### Wiring heat map, run 1

(6 px per µm) 10 x 14 tiles, from dark purple (low) to yellow (high), scaled to the fullest tile. Values are wire area over tile area, all layers added.
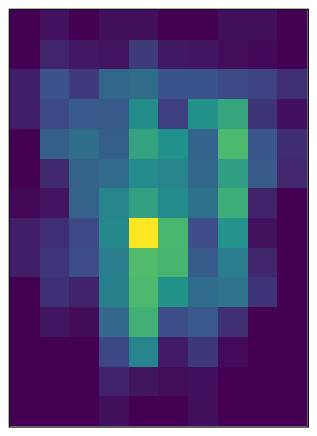
### Sizing map, run 1

(4 px per µm)
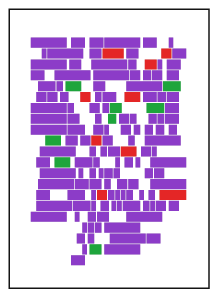
### M3 wires, run 1

(6 px per µm) Cells faint in the background.
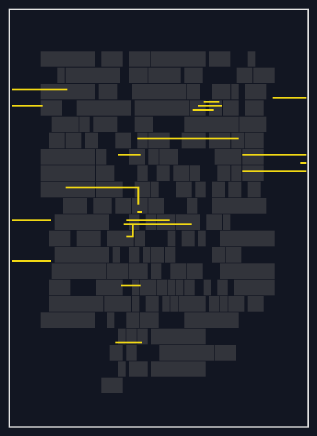
Design led_seq_ctrl, sky130hd; sources not shown.
==> Slide: Implementation Results, run 1 <==
Flow Results at a Glance

Pwr
  – Top power consumer group: sequential cells
  – Switching share of power: a little over a third
  – Combinational power share: around two fifths
  – Share of total power in the clock network: between 15 and 20%
  – Seq pwr: 0.000471 W
  – Logic power comb: approximately 0.0004 W
  – Clock Power: 0.000155 W
  – Power per cell area: 680 mW/mm²
  – Leak: 0.656 nW
  – Overall Power: around 0.001 W
  – Reported net switching power: 0.000363 W

Floorplanning
  – Die Size: between 0.003 and 0.004 mm²
  – # rows: 21
  – Core Box Area: ~0.0022 mm²
  – Core Util at FP: ~62%
  – Tap cells: 23
  – Chip width: slightly below 50 µm
  – Vertical die size: between 60 and 70 µm
  – IO Pins: 15

Synth
  – Post-synthesis share of cell area spent on and, or, nand and nor gates: around a fifth
  – Number of cell instances after yosys synthesis: 135
  – Count of library flops with an enable pin: 0
  – Most common cell in the netlist: sky130_fd_sc_hd__dfrtp_1
  – Mux cell area share after synthesis: 3.16%
  – And-or/or-and share of the synthesized area: between 15 and 20%
  – Main area contributors: sky130_fd_sc_hd__dfrtp_1 (42%), sky130_fd_sc_hd__ha_1 (5.4%), sky130_fd_sc_hd__xor2_1 (4.4%), sky130_fd_sc_hd__nor2b_1 (4.1%), sky130_fd_sc_hd__a21oi_1 (3.2%)
  – Gate Count Post-Synth: 135
  – Top-area cell share: 41.5%
  – Most common flop cell mapped by yosys: sky130_fd_sc_hd__dfrtp_1
  – Most instantiated cells after synthesis: sky130_fd_sc_hd__dfrtp_1 (23), sky130_fd_sc_hd__a21oi_1 (9), sky130_fd_sc_hd__nor2b_1 (9)
  – Top cell type by total area after synthesis: sky130_fd_sc_hd__dfrtp_1
  – Post-synth cell types: 46
  – Register area share after synthesis: approximately two fifths
  – Yosys warns: 0
  – Cell area after synthesis: 0.00139 mm²
  – Number of flip-flops and latches in the synthesized netlist: 23
  – Synth Area per Inst: 10.3 µm²
  – Post-synthesis xor/xnor area fraction: 5.05%

Final layout
  – Logic area: 719 µm²
  – Fraction of layout instances using a drive strength above 1: 11.8%
  – Non-clock buffering overhead in the final layout: about 8.5%
  – Number of clock buffer instances in the layout: 4
  – Clock network share of area: 1.76%
  – Proportion of cell area occupied by multi-input gates: 48.1%
  – Most frequent logic cell in the layout: sky130_fd_sc_hd__dfrtp_1
  – Util after Layout: 67.0%
  – Number of fill cells in the layout: 174
  – Count of placed standard cells in the final layout, fillers left out: 167
  – Sequential cell area in the final layout: 576 µm²
  – Number of inserted diodes: 0
  – Number of inverters outside the clock class in the layout: 5
  – Sequential share of cell area: between 30 and 40%

Timing
  – RSZ-0062 raised after global routing: false
  – Number of max-slew violations in the final report: 0
  – Relative slew margins: 43.4%
  – Endpoints failing hold: 0
  – Post-route minimum period: about 2.3 ns
  – Setup TNS after final layout: 0 ns
  – Max Fclk: 0.437 GHz
  – Final worst clock skew: between 0.005 and 0.006 ns

Routing
  – Per-cell via count in the routed design: between 6 and 7
  – Post-DR wirelength/cell: 16.4 µm
  – Met2 Wirelength: 1.54 mm
  – Length of the first detailed-routing pass in iterations: 4
  – Number of nets with antenna violations after routing: 0
  – Detailed-routing wirelength on met1: 1.06 mm
  – Sum of met3 wire segment lengths after detailed routing: 125 µm
  – Number of DRC markers in iteration 0: 29
  – DRC: 0

Placement
  – Post-placement cell count: 163
  – Pre-CTS setup slack: between 0.1 and 0.15 ns
  – Final Wtd Congestion: 0.838
  – Standard cell area after detailed placement: 0.00147 mm²
  – HPWL Detailed: between 2 and 2.5 mm

Global route
  – Remaining global-route overflow: 0
  – Vias in the first global route: 1,095
  – Antenna violations before repair: 0
  – GR Layer Usage met2: 30.6%
  – First-pass GRT wire length: approximately 4.8 mm

Worst hold path
  – Hold Crit Class: register to register
  – Min-Delay Path Depth: 0

Setup path
  – Arrival time at the worst endpoint: 2.51 ns
  – Type of the worst setup path: primary input to register
  – Endpoint class of the critical path: register
  – Critical path's largest stage delay: 0.58 ns
  – Length in cells of the worst reg-to-reg path: 6
  – Bufs and invs on worst path: 1
  – CP Max Fanout: 12
  – R2R setup slack: 0.78 ns
  – Element type at the critical path start: primary input
  – Cell breakdown of the critical path: clkdlybuf4s50_1 -> or2_4 -> a32o_1 -> nor2_4 -> nor2_2 -> a21o_4 -> o211a_1

Clock network
  – Clock-pin transition on the worst setup and hold timing paths: 0.12 ns
  – Number of H-tree branching levels: 1
  – CTS resizes: 0
  – Number of buffers created by CTS: 3
  – Number of hold-repair buffers added at the cts stage: 0
  – Clock tree from TritonCTS: done
  – Deepest clock path buffer count: 2
  – Post-CTS Setup Bufs: 0
  – CTS sink count: 23
  – Clock latency on the worst-skew pair: ~0.31 ns

Status
  – Status: finished, final reports clean

Run
  – Tool warnings: 28
  – Number of max-cap violations: 0
-- 'Wiring heat map' (at the start) --
mean over tiles: 0.13
emptiest ninth of the die: bottom left
densest ninth of the die: middle
nearly empty tiles: 26%
count of vias placed by the detailed router: 1,048
sum of routed wire length over all layers: 2.75 mm

-- 'Sizing map' (at the start) --
| colour | size | cells | share |
|---|---|---|---|
| red | x3 and x4 | 9 | 6.3% |
| purple | x1 and smaller | 127 | 88% |
| green | x2 | 8 | 5.6% |
P&R area growth vs syn: 7.94%
post-route cell area: 0.00150 mm²
final critical-path setup slack: 0.462 ns
Buffers, non-clock: 13

-- 'M3 wires' (at the start) --
wire length on this layer: 125 µm
longest straight run: 16.6 µm
share of all routed wire: 4.6%
main direction: horizontal
met3 GRT Util: 3.44%

### Cells coloured by class, run 1

(6 px per µm)
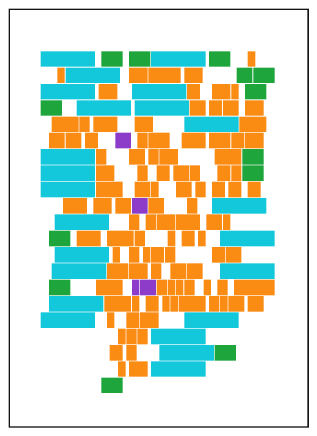

==> run 2: changes to the inputs <==
CORE_UTILIZATION = 55   (was 59)
clock period = 2.2 ns   (was 2.75 ns; I/O delays follow)
### Cells coloured by class, run 2

(6 px per µm)
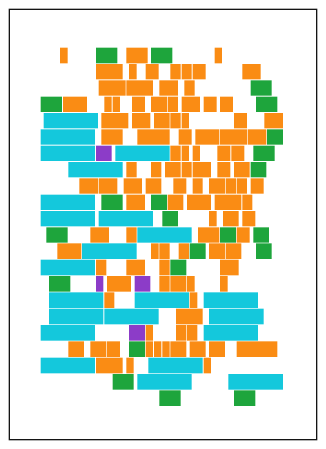
| colour | class | cells | share of their area |
|---|---|---|---|
| purple | clock drivers and dummy loads | 4 | 1.7% |
| cyan | sequential cells | 23 | 37% |
| green | remaining buffers and delay cells | 22 | 13% |
| orange | remaining logic cells | 104 | 48% |
Core Box Area: 0.00242 mm²
Util after Layout: 64.6%
post-route cell area: 0.00157 mm²

### Sizing map, run 2

(4 px per µm)
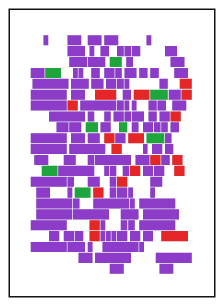
| colour | size | cells | share |
|---|---|---|---|
| green | x2 | 8 | 5.2% |
| red | x3 and x4 | 18 | 12% |
| purple | x1 and smaller | 127 | 83% |
P&R area growth vs syn: 12.9%
Buffers, non-clock: 22
final critical-path setup slack: 0.310 ns

==> run 2 against run 1 <==
Effect of this change:
- clock power increased by 21%
- synthesized area unchanged
- sequential cell count unchanged
- sequential power increased by 24%
- first-iteration DRC count decreased by 24%
- non-clock buffer count increased by 9
- setup slack got worse by 0.15 ns
==> Slide: Implementation Results, run 2 <==
Flow Results at a Glance

Final layout
  – Fraction of layout instances using a drive strength above 1: 17.0%
  – Most frequent logic cell in the layout: sky130_fd_sc_hd__dfrtp_1
  – Logic area: 719 µm²
  – Number of clock buffer instances in the layout: 4
  – Number of inverters outside the clock class in the layout: 5
  – Number of inserted diodes: 0
  – Count of placed standard cells in the final layout, fillers left out: roughly 180
  – Number of fill cells in the layout: 207
  – Sequential share of cell area: 36.8%

Pwr
  – Switching share of power: 34.8%
  – Power per cell area: 815 mW/mm²
  – Combinational power share: between 30% and 40%
  – Seq pwr: a little under 0.0006 W
  – Top power consumer group: sequential cells
  – Leak: 0.699 nW
  – Logic power comb: 0.000505 W
  – Overall Power: about 0.0013 W

Synth
  – Top cell type by total area after synthesis: sky130_fd_sc_hd__dfrtp_1
  – Post-synthesis xor/xnor area fraction: about 5.1%
  – Most instantiated cells after synthesis: sky130_fd_sc_hd__dfrtp_1 (23), sky130_fd_sc_hd__a21oi_1 (9), sky130_fd_sc_hd__nor2b_1 (9)
  – Count of library flops with an enable pin: 0
  – Gate Count Post-Synth: 135
  – Number of cell instances after yosys synthesis: 135
  – Most common cell in the netlist: sky130_fd_sc_hd__dfrtp_1
  – And-or/or-and share of the synthesized area: 17.6%
  – Register area share after synthesis: 41.5%
  – Top-area cell share: 41.5%
  – Most common flop cell mapped by yosys: sky130_fd_sc_hd__dfrtp_1
  – Mux cell area share after synthesis: 3.16%
  – Number of flip-flops and latches in the synthesized netlist: 23
  – Post-synthesis share of cell area spent on and, or, nand and nor gates: roughly 20%
  – Main area contributors: sky130_fd_sc_hd__dfrtp_1 (42%), sky130_fd_sc_hd__ha_1 (5.4%), sky130_fd_sc_hd__xor2_1 (4.4%), sky130_fd_sc_hd__nor2b_1 (4.1%), sky130_fd_sc_hd__a21oi_1 (3.2%)

Timing
  – Endpoints failing hold: 0
  – Relative slew margins: about two thirds
  – Max Fclk: 0.529 GHz
  – Final worst clock skew: 0.00640 ns
  – Setup TNS after final layout: 0 ns

Routing
  – Detailed-routing wirelength on met1: 1.09 mm
  – Number of nets with antenna violations after routing: 0
  – DRC: 0
  – Met2 Wirelength: approximately 1.5 mm
  – Length of the first detailed-routing pass in iterations: 4
  – Sum of routed wire length over all layers: ~2.8 mm
  – Sum of met3 wire segment lengths after detailed routing: 95 µm

Global route
  – Vias in the first global route: 1,110
  – Met3 GRT Util: 3.74%

Clock network
  – CTS resizes: 0
  – Post-CTS Setup Bufs: 0
  – Number of H-tree branching levels: 1
  – Clock-pin transition on the worst setup and hold timing paths: 0.12 ns
  – Deepest clock path buffer count: 2
  – Clock tree from TritonCTS: done
  – Number of buffers created by CTS: 3

Floorplanning
  – Chip width: between 50 and 60 µm
  – IO Pins: 15
  – Core Util at FP: roughly 57%
  – Tap cells: 24
  – Vertical die size: 71.5 µm
  – Die Size: 0.00365 mm²

Placement
  – Pre-CTS setup slack: -0.00948 ns
  – Final Wtd Congestion: between 0.9 and 1
  – Post-placement cell count: about 170
  – Standard cell area after detailed placement: 0.00154 mm²

Setup path
  – Arrival time at the worst endpoint: 2.08 ns
  – Element type at the critical path start: register
  – Critical path's largest stage delay: 0.65 ns
  – Endpoint class of the critical path: register
  – Bufs and invs on worst path: 0

Status
  – Status: finished, final reports clean

Worst hold path
  – Hold Crit Class: register to register

Run
  – Tool warnings: 28
### Clock nets, run 2

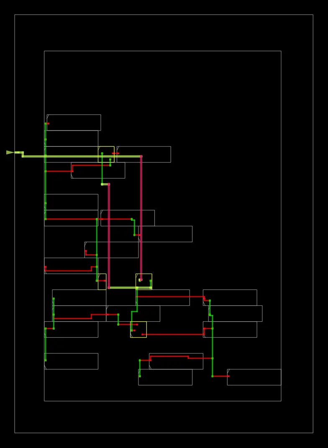
CTS sink count: 23
Clock Power: 0.000187 W

No activity file was given, so power comes from the tool's default toggle rates.
